$ cat src/rtl/sw_tx_mux_rr.sv
// N-port GMII transmit aggregator: per-port FIFOs with overflow truncation,
// frame-level round-robin arbitration and a programmable minimum inter-frame gap.
module sw_tx_mux_rr #(
   parameter int NPORT = 4,
   parameter int DEPTH = 64,
   parameter int IFG   = 12
) (
   input  logic                 I_125m_clk,
   input  logic                 I_rst,
   input  logic [NPORT-1:0]     I_tx_gmii_dv,
   input  logic [NPORT-1:0]     I_tx_gmii_err,
   input  logic [8*NPORT-1:0]   I_tx_gmii_d,
   output logic                 O_tx_gmii_dv,
   output logic [7:0]           O_tx_gmii_d,
   output logic                 O_tx_gmii_err,
   output logic [NPORT-1:0]     O_ovf_pulse,
   output logic [NPORT-1:0]     O_grant
);

   localparam int unsigned AW   = $clog2(DEPTH);
   localparam int unsigned PTRW = AW + 1;
   localparam int unsigned PW   = (NPORT > 1) ? $clog2(NPORT) : 1;
   localparam int unsigned CW   = (IFG > 0) ? $clog2(IFG + 1) : 1;

   typedef struct packed {
      logic       eof;
      logic       err;
      logic [7:0] d;
   } entry_t;

   typedef enum logic [1:0] {ARB, XFER, GAP} state_t;

   state_t           state;
   logic [PW-1:0]    rr_ptr;
   logic [PW-1:0]    sel_idx;
   logic             sel_valid;
   logic [CW-1:0]    gap_cnt;
   logic [NPORT-1:0] req;
   logic [NPORT-1:0] pop;
   logic [NPORT-1:0] ovf;
   entry_t           rd_data [NPORT];
   entry_t           head;
   logic             head_valid;

   for (genvar k = 0; k < NPORT; k++) begin : g_port
      logic            dv_d;
      logic            err_d;
      logic [7:0]      d_d;
      logic [PTRW-1:0] wr_ptr;
      logic [PTRW-1:0] rd_ptr;
      logic            drop_pend;
      logic            full;
      logic            wr_due;
      logic            term;
      logic            wr_en;
      entry_t          wr_data;
      entry_t          mem [DEPTH];

      assign full    = (wr_ptr[AW] != rd_ptr[AW]) && (wr_ptr[AW-1:0] == rd_ptr[AW-1:0]);
      assign req[k]  = (wr_ptr != rd_ptr);
      assign pop[k]  = (state == XFER) && O_grant[k] && req[k];
      assign wr_due  = dv_d && !drop_pend;
      assign ovf[k]  = wr_due && full;
      // A truncated frame is closed once its tail has passed and there is room.
      assign term    = drop_pend && !full && (!dv_d || !I_tx_gmii_dv[k]);
      assign wr_en   = (wr_due && !full) || term;
      assign wr_data = term ? entry_t'{eof: 1'b1, err: 1'b1, d: 8'h00}
                            : entry_t'{eof: dv_d && !I_tx_gmii_dv[k], err: err_d, d: d_d};
      assign rd_data[k] = mem[rd_ptr[AW-1:0]];

      always_ff @(posedge I_125m_clk or negedge I_rst) begin
         if (!I_rst) begin
            dv_d      <= 1'b0;
            err_d     <= 1'b0;
            d_d       <= '0;
            wr_ptr    <= '0;
            rd_ptr    <= '0;
            drop_pend <= 1'b0;
         end else begin
            dv_d  <= I_tx_gmii_dv[k];
            err_d <= I_tx_gmii_err[k];
            d_d   <= I_tx_gmii_d[8*k +: 8];
            if (wr_en)
               wr_ptr <= wr_ptr + PTRW'(1);
            if (pop[k])
               rd_ptr <= rd_ptr + PTRW'(1);
            if (ovf[k])
               drop_pend <= 1'b1;
            else if (term)
               drop_pend <= 1'b0;
         end
      end

      always_ff @(posedge I_125m_clk) begin
         if (wr_en)
            mem[wr_ptr[AW-1:0]] <= wr_data;
      end
   end

   assign head       = rd_data[rr_ptr];
   assign head_valid = req[rr_ptr];

   // Round-robin search starting just after the last granted port.
   always_comb begin
      int j;
      sel_valid = 1'b0;
      sel_idx   = '0;
      j         = 0;
      for (int i = 1; i <= NPORT; i++) begin
         j = int'(rr_ptr) + i;
         if (j >= NPORT)
            j = j - NPORT;
         if (!sel_valid && req[PW'(j)]) begin
            sel_valid = 1'b1;
            sel_idx   = PW'(j);
         end
      end
   end

   always_ff @(posedge I_125m_clk or negedge I_rst) begin
      if (!I_rst) begin
         state         <= ARB;
         rr_ptr        <= PW'(NPORT - 1);
         gap_cnt       <= '0;
         O_grant       <= '0;
         O_tx_gmii_dv  <= 1'b0;
         O_tx_gmii_d   <= '0;
         O_tx_gmii_err <= 1'b0;
         O_ovf_pulse   <= '0;
      end else begin
         O_ovf_pulse   <= ovf;
         O_tx_gmii_dv  <= 1'b0;
         O_tx_gmii_d   <= '0;
         O_tx_gmii_err <= 1'b0;
         case (state)
            ARB: begin
               if (sel_valid) begin
                  rr_ptr  <= sel_idx;
                  O_grant <= NPORT'(1) << sel_idx;
                  state   <= XFER;
               end else begin
                  O_grant <= '0;
               end
            end
            XFER: begin
               // An empty FIFO mid-frame (source underrun) leaves dv low and holds.
               if (head_valid) begin
                  O_tx_gmii_dv  <= 1'b1;
                  O_tx_gmii_d   <= head.d;
                  O_tx_gmii_err <= head.err;
                  if (head.eof) begin
                     O_grant <= '0;
                     if (IFG > 0) begin
                        state   <= GAP;
                        gap_cnt <= CW'(IFG);
                     end else begin
                        state <= ARB;
                     end
                  end
               end
            end
            GAP: begin
               gap_cnt <= gap_cnt - CW'(1);
               if (gap_cnt == CW'(1))
                  state <= ARB;
            end
            default: begin
               state   <= ARB;
               O_grant <= '0;
            end
         endcase
      end
   end

endmodule

$ cat config.mk
export PLATFORM = sky130hd
export DESIGN_NAME = sw_tx_mux_rr
export DESIGN_NICKNAME = d
export VERILOG_FILES = /design/src/rtl/sw_tx_mux_rr.sv
export SDC_FILE = /design/constraint.sdc
export NUM_CORES = 2
export LEC_CHECK = 0
export CORE_ASPECT_RATIO = 1.25
export CORE_MARGIN = 2
export CORE_UTILIZATION = 40
export CTS_BUF_LIST = sky130_fd_sc_hd__clkbuf_4 sky130_fd_sc_hd__clkbuf_8
export CTS_CLUSTER_DIAMETER = 200
export DETAILED_ROUTE_END_ITERATION = 8
export PLACE_DENSITY = 0.53
export SETUP_SLACK_MARGIN = 0.3
export SYNTH_ARGS = -nofsm -noshare
export SYNTH_HDL_FRONTEND = slang
export SYNTH_SLANG_ARGS = --single-unit
export TNS_END_PERCENT = 10
$ cat constraint.sdc
create_clock -name I_125m_clk -period 3.45 [get_ports I_125m_clk]
set_clock_uncertainty 0.1 [all_clocks]
set_input_delay 0.5175 -clock I_125m_clk [delete_from_list [all_inputs] [get_ports I_125m_clk]]
set_output_delay 0.5175 -clock I_125m_clk [all_outputs]
set_load 0.03 [all_outputs]
==> metrics.cfg <==
[synth]
edf_count = 2560
avgSynthCellArea_um2 = 22.5
yosys-stat-cells = 4626
ys_types = 56
flop_cell = edfxtp_1
adder_share = 0.00120
synth.area.mux_share = 0.173
async_flop_share = 0.0469
logic_family = multiplexers
synth_top_cell_by_count = edfxtp_1
post-synth-top-area-cell = edfxtp_1
yosys_area_um2 = 104000
common_cells = 2,560 x edfxtp_1, 787 x mux4_2, 294 x nor2_1
xor_area_frac = 0.00606
numSynthFlops = 2686
top_cell_area_share = 0.739

[clock_network]
holdBufCountCts = 40
clock_path_buffers = 4
cts_tree = built
h-tree-depth = 5
cts.clk_slew.worst_paths_ps = 60
clock.latency.late_pin_ps = 1030
cts-root-buf = clkbuf_8
postCtsSetupRepairBufs = 16
cts_resized = 39
cts.sinks = 2686

[route]
routed-wl-met3_mm = 12.1
top_layer_used = met4
routed_via_density = 5.44
vias = 49500
wirelength_mm = 256
ant_nets = 0
route.met2.wl_mm = 132
first_pass_iters = 8
drt-initial-drc-count = 4334

[layout]
fin_cells = 9109
nNetsFinal = 5446
design_area_um2 = 122000
buf_share = 0.0517
n_clock_buffer = 598
sh_seq_area = 0.655
n_all_buffers = 606
clkCellAreaFrac = 0.0693
layout-drive-gt1-share = 0.365
comb_share = 0.189

[sta]
setup-violations-final = 0
hold_viol_final = 0
maxSlewViolCount = 0
whs_ps = 71.5
rsz0062_at_grt = yes
clock.fmax_ghz = 0.314
min_period_over_period = 0.922
min_period_ps = 3180

[run]
maxCapViolCount = 0

[floorplan]
fp.dieH_um = 574
ioPinCount = 60
tapCellCount = 3376
die_x_um = 460
dieArea_um2 = 264000
num_rows = 209

[grt]
grt_max_degree = 73
grt_use_met2 = 0.331
grt.met3_usage = 0.0280
grt_pass1_wl_mm = 373
grt_antenna_before_repair = 6

[setup_path]
cp_num_cells = 10
critical_path_class = reg2reg
worstSetupStartpointType = flip-flop
cp-endpoint = O_tx_gmii_d[2]
critPathArrivalTime_ps = 3930
cp-startpoint = g_port[3].rd_ptr[0]
ff2ff_setup_slack_ps = 270
required_ps = 4200
cp_cell_sequence = buf_12 > buf_16 > buf_4 > mux4_2 > mux4_2 > a22oi_1 > buf_4 > a211oi_1 > a41oi_2 > a21oi_1
path_buffers = 4
critPathMaxFanout = 11

[outcome]
status = finished, final reports clean

[power]
power_mw = 90.0
powerSeq_mw = 38.3
seqPwrFrac = 0.426
p_clk_mw = 27.0
p_comb_frac = 0.274
p_per_area_nw_per_um2 = 737
p_sw_mw = 26.0
ir_drop_mv = 0.524
p_sw_frac = 0.289

[placed_design]
place.detailed.hpwl_mm = 158
post_dp_cell_area_um2 = 112000

[hold_path]
min_path_type = in2async

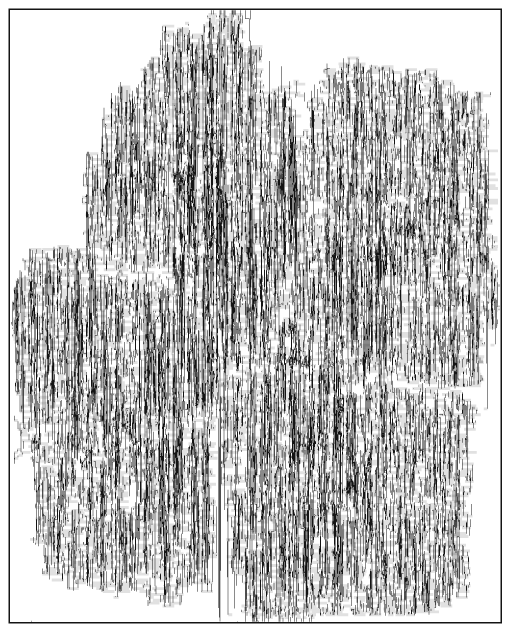
*Met2 routing*
The longest straight run is 254 µm. The layer carries 132 mm of wire.

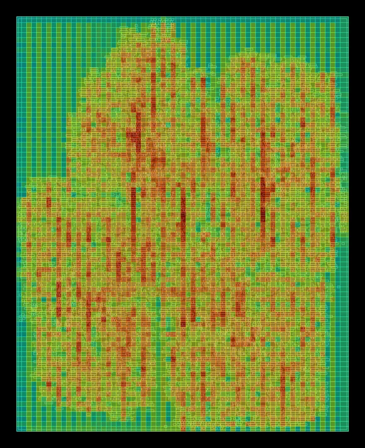
*Track usage over the die*
Routed WL per cell: 28.1 µm
gr busiest metal: met2
Layout Utilization: 0.472
GRT Total Usage: 0.194
GR Layer Usage met1: 0.263

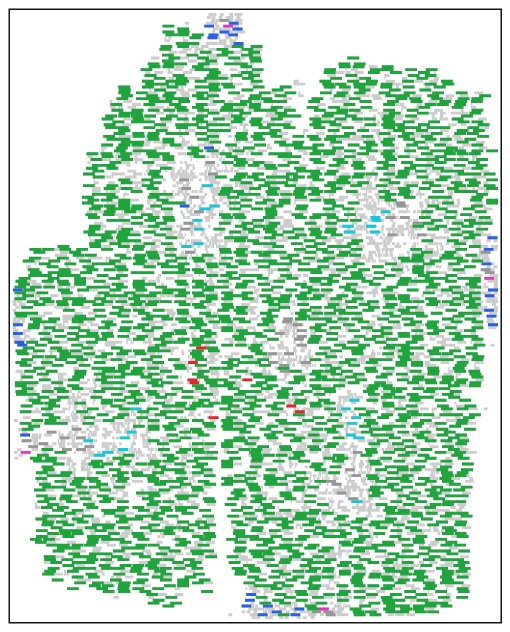
*Sequential cells colored by netlist name*
Other sequential cells in the stronger gray, the rest of the logic in the fainter gray.
Key: magenta = `g_port.err_d` [flops 4, where all over the die]; cyan = `g_port.rd_ptr` [flops 28]; blue = `g_port.d_d` [flops 32, where all over the die]; green = `g_port.mem` [flops 2,560, where all over the die]; red = `O_tx_gmii_d` [flops 8, where center]
Another 54 sequential cells are not colored.

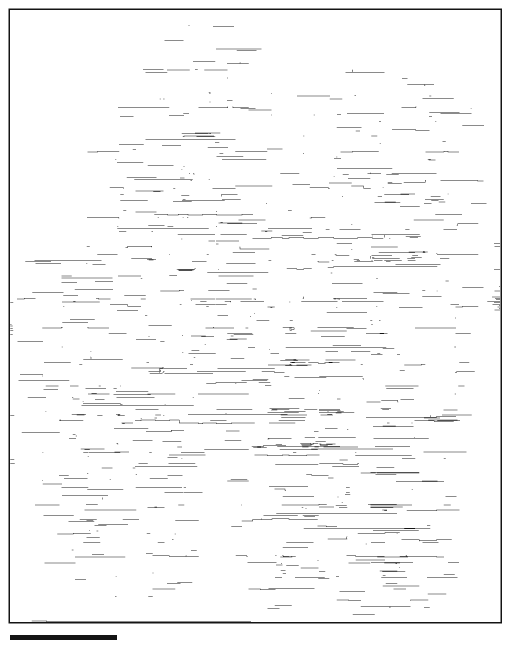
*M3 wires*
Scale bar: 100 µm.
The layer carries 12,100 µm of wire. The longest straight run is 191 µm. The wires run mostly horizontal. 375 nets have wire on it.

